**Routing congestion**

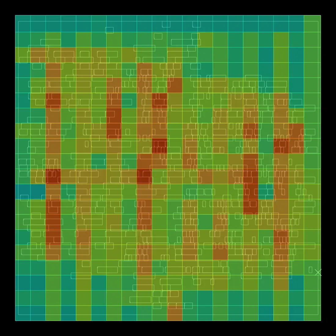
**Layout detail**

Region (57, 57) to (82, 82) um. Cells in grey, sequential cells in the stronger grey; small squares are vias.
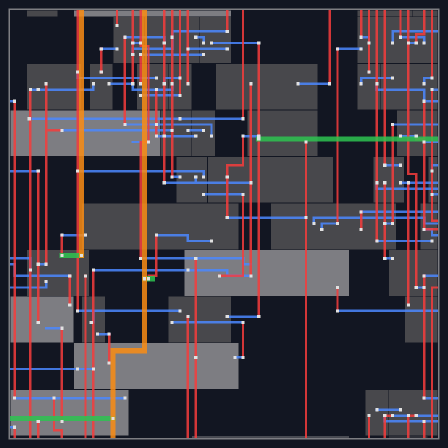
**Sequential cells grouped by signal name**

Drawn at 3 px/um. Other sequential cells in the stronger grey, the rest of the logic in the fainter grey.
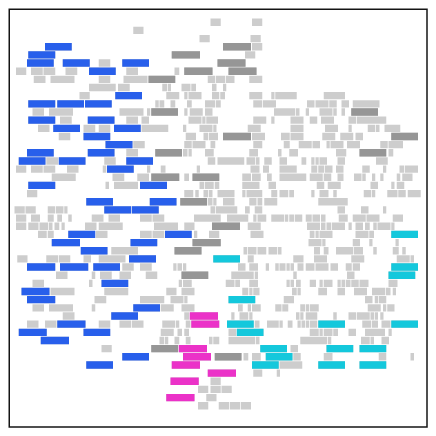
**Metal 2**

Drawn at 3 px/um.
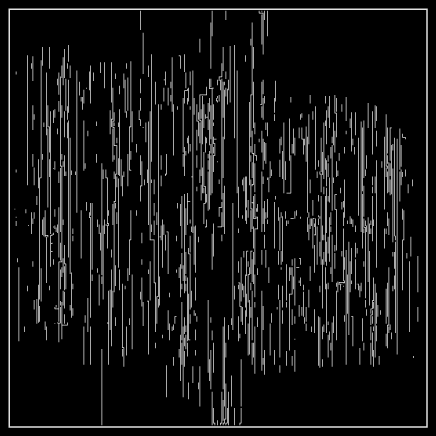
--- src/rtl/seg_scan_pkg.sv ---
// Shared types and constants for the multiplexed 7-segment display path.
package seg_scan_pkg;

    // One digit buffer entry: blank forces the digit dark, dp lights the decimal point.
    typedef struct packed {
        logic       blank;
        logic       dp;
        logic [3:0] hex;
    } digit_entry_t;

    // All segments / all selects off (active-low lines).
    localparam logic [7:0] SEG_OFF = 8'hFF;

    localparam digit_entry_t ENTRY_BLANK = '{blank: 1'b1, dp: 1'b0, hex: 4'h0};

    // Active-low {g,f,e,d,c,b,a} patterns, indexed by hex value 0..F.
    localparam logic [15:0][6:0] HEX_SEG_N = {
        7'h0E, 7'h06, 7'h21, 7'h46,   // F E d C
        7'h03, 7'h08, 7'h10, 7'h00,   // b A 9 8
        7'h78, 7'h02, 7'h12, 7'h19,   // 7 6 5 4
        7'h30, 7'h24, 7'h79, 7'h40    // 3 2 1 0
    };

endpackage

--- src/rtl/seg_scan_driver_hex_to_seg.sv ---
// Combinational digit entry to active-low {dp,g,f,e,d,c,b,a} decode.
module hex_to_seg
    import seg_scan_pkg::*;
(
    input  digit_entry_t i_entry,
    output logic [7:0]   o_seg
);

    // Blank entries stay dark; otherwise dp drives bit 7 low and the hex table fills the rest.
    always_comb begin
        o_seg = SEG_OFF;
        if (!i_entry.blank) begin
            o_seg = {~i_entry.dp, HEX_SEG_N[i_entry.hex]};
        end
    end

endmodule

--- src/rtl/seg_scan_driver.sv ---
// Eight-digit multiplexed 7-segment scan driver with guard interval and PWM brightness.
module seg_scan_driver
    import seg_scan_pkg::*;
#(
    parameter int F_CLK  = 50000000,
    parameter int F_SCAN = 1000,
    parameter int GUARD  = 2500
) (
    input  logic       i_clk,
    input  logic       i_rst_n,
    input  logic       i_wr_en,
    input  logic [2:0] i_wr_addr,
    input  logic [5:0] i_wr_data,
    input  logic [2:0] i_bright,
    output logic [7:0] o_cs,
    output logic [7:0] o_dig_sel,
    output logic       o_frame
);

    localparam int DIV   = F_CLK / F_SCAN;
    localparam int CNT_W = $clog2(DIV);
    localparam int UNIT  = (DIV - GUARD) / 8;

    localparam logic [CNT_W-1:0] CNT_LAST = CNT_W'(DIV - 1);
    localparam logic [CNT_W-1:0] GUARD_C  = CNT_W'(GUARD);
    localparam logic [CNT_W+2:0] UNIT_X   = (CNT_W + 3)'(UNIT);

    if (DIV - GUARD < 8) begin : g_bad_cfg
        $error("seg_scan_driver: DIV-GUARD must be at least 8");
    end

    logic [CNT_W-1:0] slot_cnt_q, slot_cnt_d;
    logic [2:0]       ptr_q, ptr_d;
    digit_entry_t     buf_q [8];
    digit_entry_t     buf_d [8];
    digit_entry_t     slot_entry_q, slot_entry_d;
    logic [2:0]       slot_bright_q, slot_bright_d;
    logic [7:0]       cs_q, cs_d;
    logic [7:0]       seg_q, seg_d;
    logic             frame_q, frame_d;

    digit_entry_t     cur_entry;
    logic [2:0]       cur_bright;
    logic [CNT_W-1:0] cnt_off;
    logic [CNT_W+2:0] win_len;
    logic             slot_last;
    logic             win_on;
    logic [7:0]       dec_seg;

    // At slot_cnt==0 the slot registers are being loaded, so the window logic
    // looks straight at the buffer and i_bright for that one cycle.
    always_comb begin
        if (slot_cnt_q == '0) begin
            cur_entry  = buf_q[ptr_q];
            cur_bright = i_bright;
        end else begin
            cur_entry  = slot_entry_q;
            cur_bright = slot_bright_q;
        end
    end

    hex_to_seg u_hex_to_seg (
        .i_entry (cur_entry),
        .o_seg   (dec_seg)
    );

    // Next-state for counter, pointer, buffer, slot latch and registered outputs.
    always_comb begin
        slot_last = (slot_cnt_q == CNT_LAST);
        cnt_off   = slot_cnt_q - GUARD_C;
        win_len   = UNIT_X * ((CNT_W + 3)'(cur_bright) + (CNT_W + 3)'(1));
        win_on    = (slot_cnt_q >= GUARD_C) && ({3'b000, cnt_off} < win_len);

        slot_cnt_d = slot_last ? '0 : slot_cnt_q + CNT_W'(1);
        ptr_d      = slot_last ? ptr_q + 3'd1 : ptr_q;

        buf_d = buf_q;
        if (i_wr_en) begin
            buf_d[i_wr_addr] = digit_entry_t'(i_wr_data);
        end

        slot_entry_d  = cur_entry;
        slot_bright_d = cur_bright;

        cs_d    = win_on ? ~(8'd1 << ptr_q) : SEG_OFF;
        seg_d   = win_on ? dec_seg : SEG_OFF;
        frame_d = slot_last && (ptr_q == 3'd7);
    end

    // State and output registers; reset clears the buffer to blank entries.
    always_ff @(posedge i_clk or negedge i_rst_n) begin
        if (!i_rst_n) begin
            slot_cnt_q    <= '0;
            ptr_q         <= '0;
            for (int i = 0; i < 8; i++) begin
                buf_q[i] <= ENTRY_BLANK;
            end
            slot_entry_q  <= ENTRY_BLANK;
            slot_bright_q <= '0;
            cs_q          <= SEG_OFF;
            seg_q         <= SEG_OFF;
            frame_q       <= 1'b0;
        end else begin
            slot_cnt_q    <= slot_cnt_d;
            ptr_q         <= ptr_d;
            for (int i = 0; i < 8; i++) begin
                buf_q[i] <= buf_d[i];
            end
            slot_entry_q  <= slot_entry_d;
            slot_bright_q <= slot_bright_d;
            cs_q          <= cs_d;
            seg_q         <= seg_d;
            frame_q       <= frame_d;
        end
    end

    assign o_cs      = cs_q;
    assign o_dig_sel = seg_q;
    assign o_frame   = frame_q;

endmodule

--- config.mk ---
export PLATFORM = sky130hd
export DESIGN_NAME = seg_scan_driver
export DESIGN_NICKNAME = d
export VERILOG_FILES = /design/src/rtl/seg_scan_pkg.sv /design/src/rtl/seg_scan_driver_hex_to_seg.sv /design/src/rtl/seg_scan_driver.sv
export SDC_FILE = /design/constraint.sdc
export NUM_CORES = 1
export LEC_CHECK = 0
export CAP_MARGIN = 20
export CORE_UTILIZATION = 30
export DETAILED_ROUTE_END_ITERATION = 7
export PLACE_DENSITY = 0.45
export RECOVER_POWER = 100
export SYNTH_ARGS = -nofsm -noshare
export SYNTH_HDL_FRONTEND = slang
export SYNTH_SLANG_ARGS = --single-unit
--- constraint.sdc ---
create_clock -name i_clk -period 5.6 [get_ports i_clk]
set_input_delay 1.4 -clock i_clk [delete_from_list [all_inputs] [get_ports i_clk]]
set_output_delay 1.4 -clock i_clk [all_outputs]
set_load 0.01 [all_outputs]
==> qor.yml <==
non_clock_inverter_count: 28
cts_htree_levels: 3
logic_area_um2: 3090
cts-root-to-sink-buffers: 2
synth-async-reset-ratio: 1.00
dp_hpwl_um: 9460
worst-endpoint-arrival_ns: 5.63
via_count_of_the_first_global_routing_pass: 3914
layout.clock.cell_area_share: 0.0444
grt_setup_unrepaired: "false"
violated_checks: "DRC, capacitance limit, slew limit"
summed_standard_cell_area_reported_by_yosys_um2: 5610
area_fraction_in_mux_cells: 0.166
placement.io_buffers: 31
die_height_um: 139
layout.comb_gates.multi_input: 349
ratio_of_cells_with_drive_above_1_in_the_final_layout: 0.298
ctsResizeCount: 5
min_period_ns: 5.37
status: "complete, but fails checks"
final_hold_viol_count: 0
tns_ns: 0
initialDrtViolationCount: 140
gr-usage-all-layers: 0.142
num_io_pins: 32
final-max-slew-violation-count: 70
drc: 2
area.growth.synth_to_final_pct: 21.6
cts_buffers: 9
globalRoute.totalOverflow: 0
nNetsFinal: 633
synth-compound-area-share: 0.0705
crit_fanout: 8
die_w_um: 139
ff_type: "sky130_fd_sc_hd__dfrtp_1"
total_nets_after_synthesis: 560
synthesis.yosys.warnings: 0
simple_gate_area_frac: 0.126
leakage_uw: 0.00292
yosys.area.top_type_share: 0.303
critPathKind: "input pin to flip-flop"
maxCapViolations: 2
diodes: 0
cp_max_stage_delay_ns: 0.54
worst_ep_required_time_ns: 5.86
n_fill_cell: 1817
path_buffers: 6
Notes on 'routing congestion' above:
Global Route met3 Usage: 0.0300
most congested layer reported by global routing: met2
post-layout util: 0.376

Notes on 'layout detail' above:
Green stands for met3. Blue stands for met1. Orange stands for met4. Red stands for met2.
Netlist names of flops here include slot_entry_q (2). Most frequent: nor2_1 (5). 31 logic cells have their middle in the window. Sequential cells in the window: 4.

Notes on 'sequential cells grouped by signal name' above:
Blue stands for buf_q, placed flops 48, where a vertical strip on the left. Magenta stands for o_cs, placed flops 8, where bottom middle. Cyan stands for slot_cnt_q, placed flops 16.
sequential share of cell area: 0.346
flip-flop and latch area: 2360 um^2
Power Sequential: 796 uW

Notes on 'metal 2' above:
The longest straight run is 71.7 um. The wires run mostly vertical.
routed wire length: 12,900 um
routed via count: 3,840
met2 routing resource usage after global routing: 0.248

cells by family after synthesis:
logic type	Yosys count
DFF	93
AOI/OAI and AO/OA	53
adders and majority gates	56
and+or+nand+nor	137
buffers and inverters	47
muxes	71
xor gates and xnor gates	32
final timing paths:
check | start | end | slack [ns] | depth (start not counted)
max | i_bright[2] | o_dig_sel[4]$_DFF_PN1_ | 0.23 | 22
min | slot_entry_q[4]$_DFF_PN0_ | slot_entry_q[4]$_DFF_PN0_ | 0.50 | 2
max reg2reg | slot_cnt_q[0]$_DFF_PN0_ | o_dig_sel[4]$_DFF_PN1_ | 0.26 | 25
min reg2reg | slot_entry_q[4]$_DFF_PN0_ | slot_entry_q[4]$_DFF_PN0_ | 0.50 | 2
max in group asynchronous | i_rst_n | buf_q[38]$_DFFE_PN0P_ | 1.34 | 2
min in group asynchronous | i_rst_n | slot_cnt_q[0]$_DFF_PN0_ | 2.02 | 1
stage by stage:
stage	setup WS, ns	utilization	instance area [um^2]	power (uW)	cells
after global placement	-0.424	0.354	6430	1140	774
after detailed placement	-0.503	0.354	6430	1160	774
after floorplan	0.120	-	5620	1040	489
after CTS	0.0129	0.373	6780	1790	792
after global routing	0.00131	0.376	6820	1870	796
final	0.227	0.376	6820	1760	796
power by group:
group | internal, uW | switching [uW]
logic | 196 | 160
clock network | 315 | 298
registers | 759 | 36.9
total | 1270 | 495
flip-flops by register name, summed over array words and instances (netlist names):
| register | cells |
|---|---|
| o_frame | 1 |
| o_cs | 8 |
| slot_entry_q | 6 |
| slot_cnt_q | 16 |
| o_dig_sel | 8 |
| ptr_q | 3 |
| slot_bright_q | 3 |
| buf_q | 48 |
routing by layer:
layer  vias up  share of wire
li1       1869              -
met1      1920           0.45
met2        38           0.51
met3        13          0.024
met4         0          0.014
met5         -              0
Power is estimated from default activity; no workload was simulated.
